$ cat config.mk
export PLATFORM = sky130hd
export DESIGN_NAME = onehot_to_bin_stream
export DESIGN_NICKNAME = d
export VERILOG_FILES = /design/src/rtl/oh2bin_pkg.sv /design/src/rtl/oh_prienc.sv /design/src/rtl/onehot_to_bin_stream.sv
export SDC_FILE = /design/constraint.sdc
export NUM_CORES = 1
export LEC_CHECK = 0
export CAP_MARGIN = 10
export CORE_MARGIN = 4
export CORE_UTILIZATION = 50
export DETAILED_ROUTE_END_ITERATION = 10
export GPL_TIMING_DRIVEN = 0
export PLACE_DENSITY = 0.8
export SYNTH_ARGS = -nofsm -noshare
export SYNTH_HDL_FRONTEND = slang
export SYNTH_SLANG_ARGS = --single-unit
$ cat constraint.sdc
create_clock -name clk -period 3.05 [get_ports clk]
set_input_delay 0.61 -clock clk [delete_from_list [all_inputs] [get_ports clk]]
set_output_delay 0.61 -clock clk [all_outputs]
set_load 0.05 [all_outputs]
$ cat src/rtl/oh2bin_pkg.sv
// -----------------------------------------------------------------------------
// oh2bin_pkg
// Shared types and helpers for the one-hot to binary stream decoder.
//   err_kind_e : classification of an input vector (none / zero-hot / multi-hot)
//   min_bin_w  : smallest binary width able to index a one-hot vector
// -----------------------------------------------------------------------------
package oh2bin_pkg;

  typedef enum logic [1:0] {
    ERR_NONE  = 2'd0,
    ERR_ZERO  = 2'd1,
    ERR_MULTI = 2'd2
  } err_kind_e;

  // Minimum index width for a one-hot vector of the given width.
  function automatic int min_bin_w(input int one_hot_w);
    return (one_hot_w > 1) ? $clog2(one_hot_w) : 1;
  endfunction

endpackage

$ cat src/rtl/oh_prienc.sv
// -----------------------------------------------------------------------------
// oh_prienc
// Purely combinational lowest-set-bit priority encoder with population flags.
// Ports:
//   vec       in  [ONE_HOT_W-1:0]  vector to encode
//   idx       out [BIN_W-1:0]      index of the lowest set bit (0 when none set)
//   any_set   out                  at least one bit is set
//   multi_set out                  two or more bits are set
// -----------------------------------------------------------------------------
module oh_prienc
  import oh2bin_pkg::*;
#(
  parameter int ONE_HOT_W = 16,
  parameter int BIN_W     = 4
) (
  input  logic [ONE_HOT_W-1:0] vec,
  output logic [BIN_W-1:0]     idx,
  output logic                 any_set,
  output logic                 multi_set
);

  localparam logic [ONE_HOT_W-1:0] VEC_ONE = ONE_HOT_W'(1);

  logic [BIN_W-1:0] idx_s;
  logic             found_s;

  // Scan from bit 0 upward; the first set bit wins and later ones are ignored.
  always_comb begin
    idx_s   = {BIN_W{1'b0}};
    found_s = 1'b0;
    for (int i = 0; i < ONE_HOT_W; i++) begin
      idx_s   = (vec[i] && !found_s) ? BIN_W'(i) : idx_s;
      found_s = found_s | vec[i];
    end
  end

  assign idx     = idx_s;
  assign any_set = |vec;
  // Clearing the lowest set bit leaves something only if more than one was set.
  assign multi_set = |(vec & (vec - VEC_ONE));

endmodule

$ cat src/rtl/onehot_to_bin_stream.sv
// -----------------------------------------------------------------------------
// onehot_to_bin_stream
// Streaming one-hot to binary decoder with a two-stage elastic pipeline.
// S1 registers the raw vector, the encoder sits between S1 and S2, and S2
// drives the outputs. Non-one-hot inputs are flagged per beat and counted.
// Ports:
//   clk          in   clock, rising edge
//   reset        in   asynchronous active-high reset
//   oh_valid_i   in   input beat valid
//   oh_ready_o   out  input beat can be accepted this cycle
//   one_hot_i    in   [ONE_HOT_W-1:0] one-hot vector
//   bin_valid_o  out  output beat valid
//   bin_ready_i  in   downstream accepts the output beat
//   bin_o        out  [BIN_W-1:0] binary index (lowest set bit)
//   err_o        out  output beat came from a non-one-hot vector
//   err_kind_o   out  [1:0] 0 none, 1 zero-hot, 2 multi-hot
//   err_cnt_o    out  [ERR_CNT_W-1:0] saturating count of erroneous transfers
//   err_clr_i    in   synchronous clear of err_cnt_o
// -----------------------------------------------------------------------------
module onehot_to_bin_stream
  import oh2bin_pkg::*;
#(
  parameter int ONE_HOT_W = 16,
  parameter int BIN_W     = 4,
  parameter int ERR_CNT_W = 8
) (
  input  logic                 clk,
  input  logic                 reset,
  input  logic                 oh_valid_i,
  output logic                 oh_ready_o,
  input  logic [ONE_HOT_W-1:0] one_hot_i,
  output logic                 bin_valid_o,
  input  logic                 bin_ready_i,
  output logic [BIN_W-1:0]     bin_o,
  output logic                 err_o,
  output logic [1:0]           err_kind_o,
  output logic [ERR_CNT_W-1:0] err_cnt_o,
  input  logic                 err_clr_i
);

  generate
    if (ONE_HOT_W < 2 || BIN_W < min_bin_w(ONE_HOT_W)) begin : g_bad_param
      $error("onehot_to_bin_stream: ONE_HOT_W must be >= 2 and BIN_W >= clog2(ONE_HOT_W)");
    end
  endgenerate

  localparam logic [ERR_CNT_W-1:0] CNT_ZERO = {ERR_CNT_W{1'b0}};
  localparam logic [ERR_CNT_W-1:0] CNT_ONE  = ERR_CNT_W'(1);
  localparam logic [ERR_CNT_W-1:0] CNT_MAX  = {ERR_CNT_W{1'b1}};

  // Stage registers
  logic                 s1_valid_r;
  logic [ONE_HOT_W-1:0] s1_vec_r;
  logic                 s2_valid_r;
  logic [BIN_W-1:0]     bin_r;
  logic                 err_r;
  err_kind_e            kind_r;
  logic [ERR_CNT_W-1:0] err_cnt_r;

  // Handshake and encoder signals
  logic                 s2_load_s;
  logic                 s1_load_s;
  logic                 err_xfer_s;
  logic [BIN_W-1:0]     enc_idx_s;
  logic                 enc_any_s;
  logic                 enc_multi_s;
  logic                 enc_err_s;
  err_kind_e            enc_kind_s;

  // A stage advances when it is empty or its successor advances, so a full
  // pipeline with a ready consumer accepts and drains in the same cycle.
  assign s2_load_s  = !s2_valid_r || bin_ready_i;
  assign s1_load_s  = !s1_valid_r || s2_load_s;
  assign err_xfer_s = s2_valid_r && bin_ready_i && err_r;

  oh_prienc #(
    .ONE_HOT_W (ONE_HOT_W),
    .BIN_W     (BIN_W)
  ) u_prienc (
    .vec       (s1_vec_r),
    .idx       (enc_idx_s),
    .any_set   (enc_any_s),
    .multi_set (enc_multi_s)
  );

  // Classify the S1 vector; the zero-hot index falls out of the encoder as 0.
  always_comb begin
    enc_kind_s = ERR_NONE;
    enc_err_s  = 1'b0;
    case ({enc_any_s, enc_multi_s})
      2'b10: begin
        enc_kind_s = ERR_NONE;
        enc_err_s  = 1'b0;
      end
      2'b11: begin
        enc_kind_s = ERR_MULTI;
        enc_err_s  = 1'b1;
      end
      2'b00: begin
        enc_kind_s = ERR_ZERO;
        enc_err_s  = 1'b1;
      end
      default: begin
        enc_kind_s = ERR_NONE;
        enc_err_s  = 1'b0;
      end
    endcase
  end

  // S1: capture the raw vector whenever the stage may advance.
  always_ff @(posedge clk or posedge reset) begin
    if (reset) begin
      s1_valid_r <= 1'b0;
      s1_vec_r   <= {ONE_HOT_W{1'b0}};
    end else if (s1_load_s) begin
      s1_valid_r <= oh_valid_i;
      if (oh_valid_i) begin
        s1_vec_r <= one_hot_i;
      end
    end
  end

  // S2: results only change when a real beat moves in, so an empty pipeline
  // keeps the last beat's values on the outputs.
  always_ff @(posedge clk or posedge reset) begin
    if (reset) begin
      s2_valid_r <= 1'b0;
      bin_r      <= {BIN_W{1'b0}};
      err_r      <= 1'b0;
      kind_r     <= ERR_NONE;
    end else if (s2_load_s) begin
      s2_valid_r <= s1_valid_r;
      if (s1_valid_r) begin
        bin_r  <= enc_idx_s;
        err_r  <= enc_err_s;
        kind_r <= enc_kind_s;
      end
    end
  end

  // Error counter: a clear coincident with an erroneous transfer keeps that
  // error by restarting at one.
  always_ff @(posedge clk or posedge reset) begin
    if (reset) begin
      err_cnt_r <= CNT_ZERO;
    end else if (err_clr_i) begin
      err_cnt_r <= err_xfer_s ? CNT_ONE : CNT_ZERO;
    end else if (err_xfer_s && (err_cnt_r != CNT_MAX)) begin
      err_cnt_r <= err_cnt_r + CNT_ONE;
    end
  end

  assign oh_ready_o  = s1_load_s;
  assign bin_valid_o = s2_valid_r;
  assign bin_o       = bin_r;
  assign err_o       = err_r;
  assign err_kind_o  = kind_r;
  assign err_cnt_o   = err_cnt_r;

endmodule

==> results.sh, run 1 <==
# implementation run metrics
export IMPL_fin_cells=249
export IMPL_place_ws_ns=0.353
export IMPL_fp_row_count=21
export IMPL_worstSetupStartpointType="input port"
export IMPL_synthTopCellsByArea="dfrtp_1, mux2_1, mux2_2, nor2_1, nand2_1"
export IMPL_flop_cell="dfrtp_1"
export IMPL_logic_gate_count=117
export IMPL_cts_tree="built"
export IMPL_synth_flops=33
export IMPL_ff2ff_setup_slack_ns=0.52
export IMPL_comb_area_um2=877
export IMPL_power_internal_uw=717
export IMPL_gp_congestion=0.870
export IMPL_max_slew_margin_pct=54.2
export IMPL_dp_hpwl_mm=2.72
export IMPL_switching_power_uw=356
export IMPL_routedLengthMet1_mm=1.36
export IMPL_grt_setup_unrepaired="false"
export IMPL_nonClockInverterCount=6
export IMPL_crit_fanout=4
export IMPL_coreArea_um2=3340
export IMPL_report_final_slew_viol_count=0
export IMPL_met3_wirelength_um=175
export IMPL_cp_arrival_ns=2.09
export IMPL_htree_levels=2
export IMPL_min_path_type="reg -> reg"
export IMPL_cp_depth=3
export IMPL_status="complete, no violations"
export IMPL_final_design_area_no_fill_um2=2240
export IMPL_yosys_mux_area_fraction_pct=12.8
export IMPL_netSwitchingFraction_pct=33.2
export IMPL_ys_top_logic_family="simple AND/OR/NAND/NOR gates"
export IMPL_io_pins=38
export IMPL_overflow=0
export IMPL_clock_path_buffers=2
export IMPL_syn2layout_area_growth_pct=28.8
export IMPL_critical_path_max_stage_delay_ns=0.82
export IMPL_fmax_mhz=370
export IMPL_cts_hold_buffers=0
export IMPL_synth_area_per_cell_um2=10.9
export IMPL_fill_cells=269
export IMPL_cpLargestDelayFamily="buffers and inverters"
export IMPL_power_density_nw_per_um2=480
export IMPL_dpl_cell_count=241
export IMPL_ys_sh_simple_pct=19.1
export IMPL_clk_pin_slew_ns=0.09
export IMPL_power_frac_clock_pct=22.8
export IMPL_grt_pass1_vias=1338
export IMPL_buffer_area_share_pct=17.8
export IMPL_fin_crit_sh_pct=88.5
export IMPL_top_cell_area_share_pct=47.6
export IMPL_n_all_buffers=40
export IMPL_crit_path_top_delay_cell="clkdlybuf4s50_1"
export IMPL_grt_antenna_before_repair=0
export IMPL_path_cells="clkdlybuf4s50_1 -> nand3b_1 -> clkdlybuf4s50_1"
export IMPL_power_leakage_nw=0.952
export IMPL_min_path_cells=2
export IMPL_die_w_um=66.9
export IMPL_final_common_cell="clkdlybuf4s50_1"
export IMPL_r2r_cells=7
export IMPL_largest_area_cell="dfrtp_1"
export IMPL_drive_above_1_share_pct=10.8
export IMPL_clk_root_buffer_cell="clkbuf_4"
export IMPL_setup_tns_ns=0
export IMPL_min_delay_start="bin_o[2]$_DFFE_PP0P_"
export IMPL_fin_worst_skew_ns=0.00216
export IMPL_n_sequential_cell=33
export IMPL_cts_setup_buffers=0
export IMPL_worstSetupPathType="in -> out"
export IMPL_wl_mm=3.53
export IMPL_maxPowerGroup="registers"
export IMPL_ys_async_sr_fraction_pct=100
export IMPL_p_total_mw=1.07
export IMPL_firstDrtPassIters=4
export IMPL_finalNetCount=227
export IMPL_synth_dominant_cell_count="dfrtp_1"
export IMPL_ys_sh_aoi_pct=12.7
export IMPL_sh_seq_area_pct=36.9
export IMPL_regArea_um2=826
export IMPL_finalHoldViolations=0
export IMPL_largest_reg_flops=16
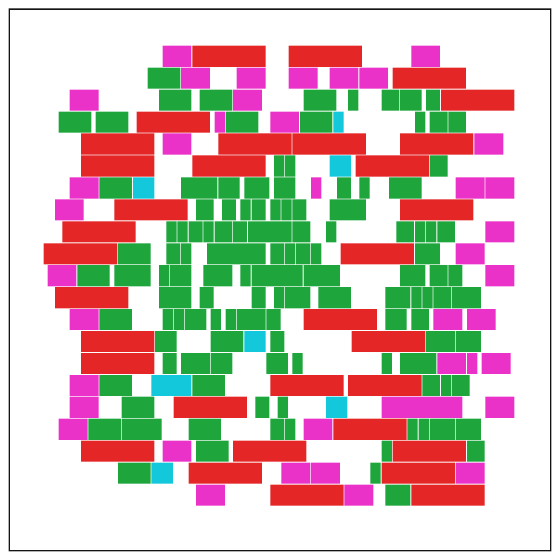
Fig. 1. Cells colored by class (run 1).
| color | class | cells | share of their area |
|---|---|---|---|
| green | combinational and other logic | 123 | 41% |
| cyan | clock drivers and dummy loads | 7 | 2.5% |
| red | sequential cells | 33 | 38% |
| magenta | remaining buffers and delay cells | 40 | 18% |

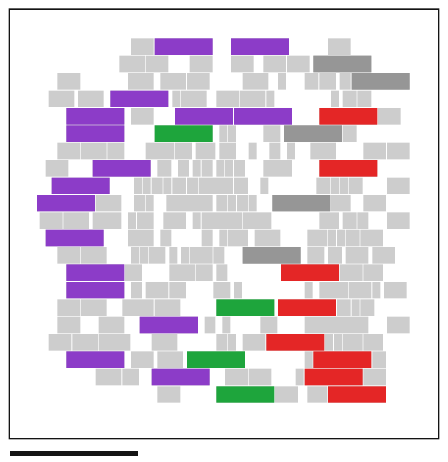
Fig. 2. Register map, names as in the netlist (run 1).
The bar under the picture is 20 µm long. Other sequential cells in the stronger gray, the rest of the logic in the fainter gray.
| color | name in the netlist | placed flops |
|---|---|---|
| green | bin_o | 4 |
| red | err_cnt_o | 8 |
| purple | s1_vec_r | 16 |
not colored: 5

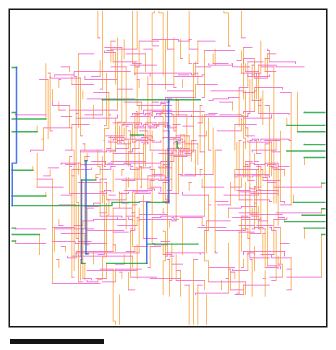
Fig. 3. Routed metal, one color a layer (run 1).
The bar under the picture is 20 µm long.
| color | layer | wire length |
|---|---|---|
| blue | metal 4 | 102 µm |
| magenta | metal 1 | 1360 µm |
| green | metal 3 | 175 µm |
| orange | metal 2 | 1890 µm |

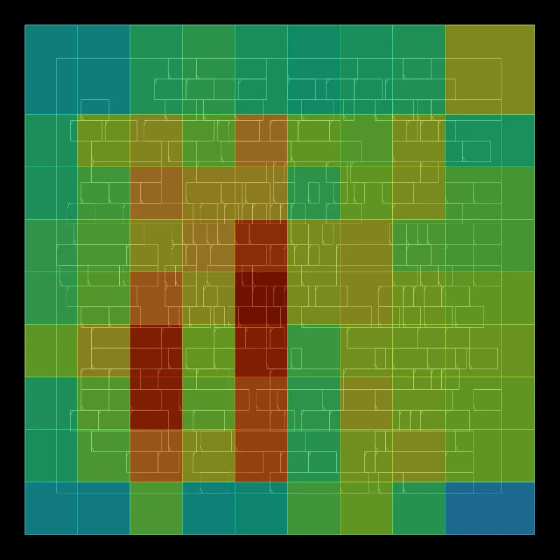
Fig. 4. Routing congestion map (run 1).
fin util: 67.0%
GRT met3 Usage: 5.40%
GRT Util Overall: 17.8%

## Run 2: what changed since run 1
--- a/config.mk
+++ b/config.mk
@@ -11,6 +11,7 @@
 export DETAILED_ROUTE_END_ITERATION = 10
 export GPL_TIMING_DRIVEN = 0
 export PLACE_DENSITY = 0.8
+export SLEW_MARGIN = 15
 export SYNTH_ARGS = -nofsm -noshare
 export SYNTH_HDL_FRONTEND = slang
 export SYNTH_SLANG_ARGS = --single-unit
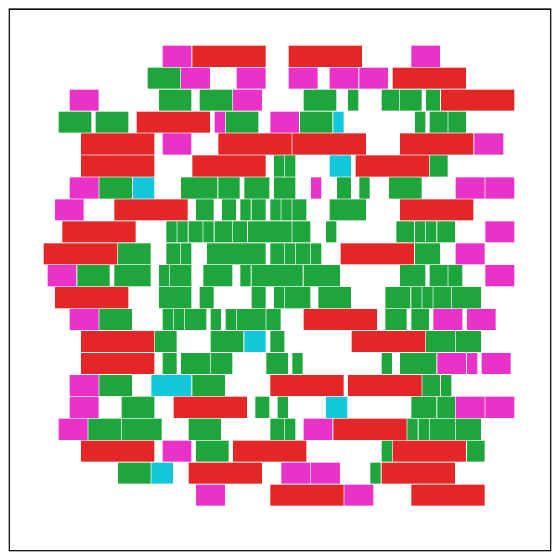
Fig. 5. Cells colored by class (run 2).
core box area: 3340 µm²
fin util: 66.2%

==> results.sh, run 2 <==
# implementation run metrics
export IMPL_status="complete, no violations"
export IMPL_largest_area_cell="dfrtp_1"
export IMPL_ys_async_sr_fraction_pct=100
export IMPL_r2r_cells=7
export IMPL_grt_setup_unrepaired="false"
export IMPL_largest_reg_flops=16
export IMPL_netSwitchingFraction_pct=33.3
export IMPL_nonClockInverterCount=6
export IMPL_fill_cells=269
export IMPL_cts_setup_buffers=0
export IMPL_n_all_buffers=39
export IMPL_dp_hpwl_mm=2.72
export IMPL_worstSetupPathType="in -> out"
export IMPL_top_cell_area_share_pct=47.6
export IMPL_min_path_type="reg -> reg"
export IMPL_drive_above_1_share_pct=10.9
export IMPL_n_sequential_cell=33
export IMPL_report_final_slew_viol_count=0
export IMPL_fin_worst_skew_ns=0.00485
export IMPL_ff2ff_setup_slack_ns=0.52
export IMPL_grt_total_usage_pct=17.8
export IMPL_synthTopCellsByArea="dfrtp_1, mux2_1, mux2_2, nor2_1, nand2_1"
export IMPL_grt_antenna_before_repair=0
export IMPL_finalHoldViolations=0
export IMPL_fmax_mhz=371
export IMPL_ys_sh_simple_pct=19.1
export IMPL_max_slew_margin_pct=54.0
export IMPL_htree_levels=2
export IMPL_sh_seq_area_pct=37.4
export IMPL_power_leakage_nw=0.942
export IMPL_power_density_nw_per_um2=484
export IMPL_overflow=0
export IMPL_cp_depth=3
export IMPL_setup_tns_ns=0
export IMPL_synth_dominant_cell_count="dfrtp_1"
export IMPL_power_internal_uw=714
export IMPL_finalNetCount=226
export IMPL_grt_pass1_vias=1338
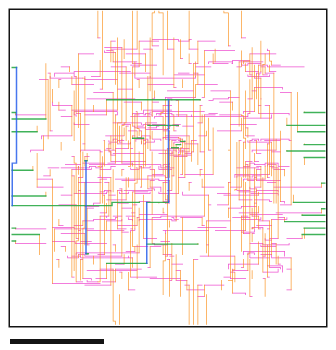
Fig. 6. Routed metal, one color a layer (run 2).
The bar under the picture is 20 µm long.
Vias: 1389
drt total wl: 3.48 mm
Routed WL per cell: 14.0 µm

Fig. 7: run 2, register map, names as in the netlist
The bar under the picture is 20 µm long. Other sequential cells in the stronger gray, the rest of the logic in the fainter gray.
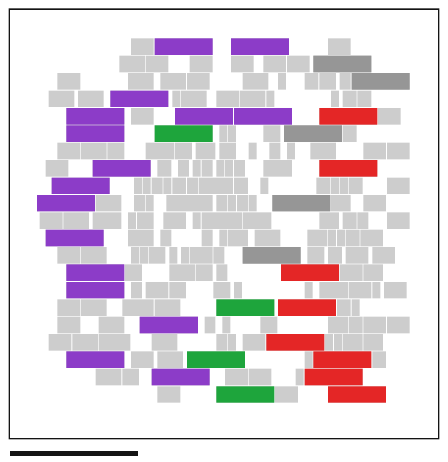

## Run 3: what changed since run 2
--- a/config.mk
+++ b/config.mk
@@ -6,7 +6,7 @@
 export NUM_CORES = 1
 export LEC_CHECK = 0
 export CAP_MARGIN = 10
-export CORE_MARGIN = 4
+export CORE_MARGIN = 2
 export CORE_UTILIZATION = 50
 export DETAILED_ROUTE_END_ITERATION = 10
 export GPL_TIMING_DRIVEN = 0
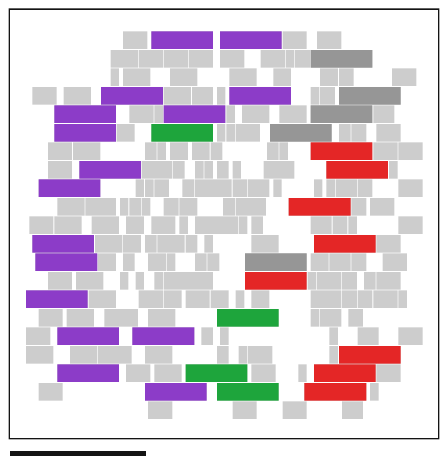
Fig. 8. Register map, names as in the netlist (run 3).
The bar under the picture is 20 µm long. Other sequential cells in the stronger gray, the rest of the logic in the fainter gray.
| color | name in the netlist | placed flops |
|---|---|---|
| green | bin_o | 4 |
| purple | s1_vec_r | 16 |
| red | err_cnt_o | 8 |

==> results.sh, run 3 <==
# implementation run metrics
export IMPL_status="complete, no violations"
export IMPL_max_vdd_ir_drop_mv=0.329
export IMPL_num_vias=1376
export IMPL_final_design_area_no_fill_um2=2210
export IMPL_grt_total_usage_pct=18.8
export IMPL_dp_hpwl_mm=2.54
export IMPL_setup_violations=0
export IMPL_min_path_type="reg -> reg"
export IMPL_critical_path_max_stage_delay_ns=0.81
export IMPL_fin_cells=248
export IMPL_finalHoldViolations=0
export IMPL_warning_count=27
export IMPL_synth_area_um2=1740
export IMPL_wl_mm=3.20
export IMPL_postRouteAntennaNets=0
export IMPL_power_frac_seq_pct=51.7
export IMPL_top_cell_area_share_pct=47.6
export IMPL_crit_fanout=4
export IMPL_fmax_mhz=371
export IMPL_ys_async_sr_fraction_pct=100
export IMPL_timing_rr_start="s1_vec_r[0]$_DFFE_PP0P_"
export IMPL_worstSetupStartpoint="bin_ready_i"
export IMPL_drc=0
export IMPL_power_leakage_nw=0.942
export IMPL_regToRegEndpoint="err_kind_o[1]$_DFFE_PP0P_"
export IMPL_final_common_cell="clkdlybuf4s50_1"
export IMPL_top_register="s1_vec_r"
export IMPL_wl_per_cell_um=12.9
export IMPL_fin_worst_skew_ns=0.00534
export IMPL_yosys_mux_area_fraction_pct=12.8
export IMPL_gr_max_usage_layer="met2"
export IMPL_fill_cells=275
export IMPL_overflow=0
export IMPL_grt_pass1_wl_mm=5.81
export IMPL_clk_root_buffer_cell="clkbuf_4"
export IMPL_die_w_um=62.9
export IMPL_p_total_mw=1.06
export IMPL_power_internal_uw=713
export IMPL_grt_antenna_before_repair=0
export IMPL_power_combinational_uw=271
export IMPL_dpl_cell_count=241
export IMPL_max_slew_margin_pct=56.5
export IMPL_place_area_um2=2150
export IMPL_nonClockInverterCount=6
export IMPL_setup_ws_ns=0.355
export IMPL_finalNetCount=226
export IMPL_grt_setup_unrepaired="false"
export IMPL_report_final_slew_viol_count=0
export IMPL_drive_above_1_share_pct=10.9
export IMPL_cts_sinks=33
export IMPL_ys_sh_simple_pct=19.1
export IMPL_cp_endpoint="oh_ready_o"
export IMPL_sh_seq_area_pct=37.4
export IMPL_cap_violations=0
export IMPL_clock_path_buffers=2
export IMPL_largest_area_cell="dfrtp_1"
export IMPL_ys_sh_aoi_pct=12.7
export IMPL_io_pins=38
export IMPL_coreArea_um2=3340
export IMPL_grt_max_degree=34
export IMPL_r2r_cells=7
export IMPL_io_buffers=36
export IMPL_grt_pass1_vias=1375
export IMPL_tightestPinTransition_ns=0.644
export IMPL_pwr_share_comb_pct=25.5
export IMPL_whs_ns=0.491
export IMPL_cts_setup_buffers=0
export IMPL_power_density_nw_per_um2=481
export IMPL_netSwitchingFraction_pct=32.9
export IMPL_min_path_cells=2
export IMPL_setup_tns_ns=0
export IMPL_largest_reg_flops=16
export IMPL_regArea_um2=826
export IMPL_n_sequential_cell=33
export IMPL_die_h_um=62.9
export IMPL_worstSetupPathType="in -> out"
export IMPL_ff2ff_setup_slack_ns=0.53
export IMPL_use_met3_pct=5.59
export IMPL_synthTopCellsByArea="dfrtp_1, mux2_1, mux2_2, nor2_1, nand2_1"
export IMPL_htree_levels=2
export IMPL_n_all_buffers=39
export IMPL_met3_wirelength_um=153
export IMPL_synth_dominant_cell_count="dfrtp_1"
export IMPL_cp_depth=3
export IMPL_highest_layer="met4"
export IMPL_fin_util_pct=66.2
export IMPL_flop_cell="dfrtp_1"
export IMPL_initCoreUtil_pct=52.0
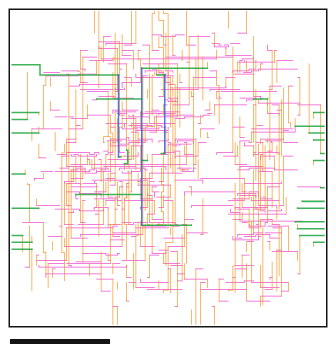
Fig. 9. Routed metal, one color a layer (run 3).
The bar under the picture is 20 µm long.
| color | layer | wire length |
|---|---|---|
| magenta | metal 1 | 1290 µm |
| orange | metal 2 | 1700 µm |
| blue | metal 4 | 63.2 µm |
| green | metal 3 | 153 µm |


==> screenshots <==
Wire density map.
The bar under the picture is 20 µm long. The die is cut into 13 by 13 equal tiles; dark blue is low, red is high, scaled to the fullest tile. Values are wire area over tile area, all layers added.
shot_01.png
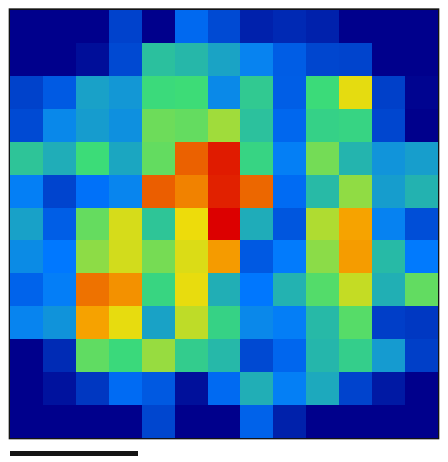
shot_02.png
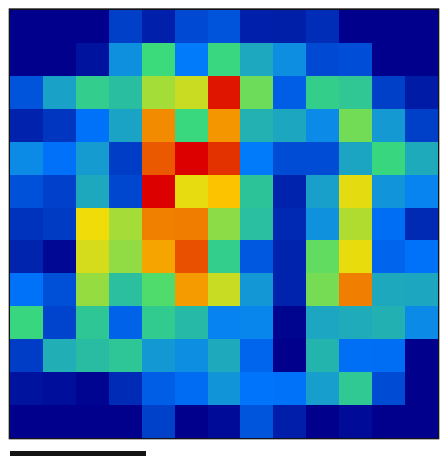
- shot_01.png = run 1
- shot_02.png = run 3

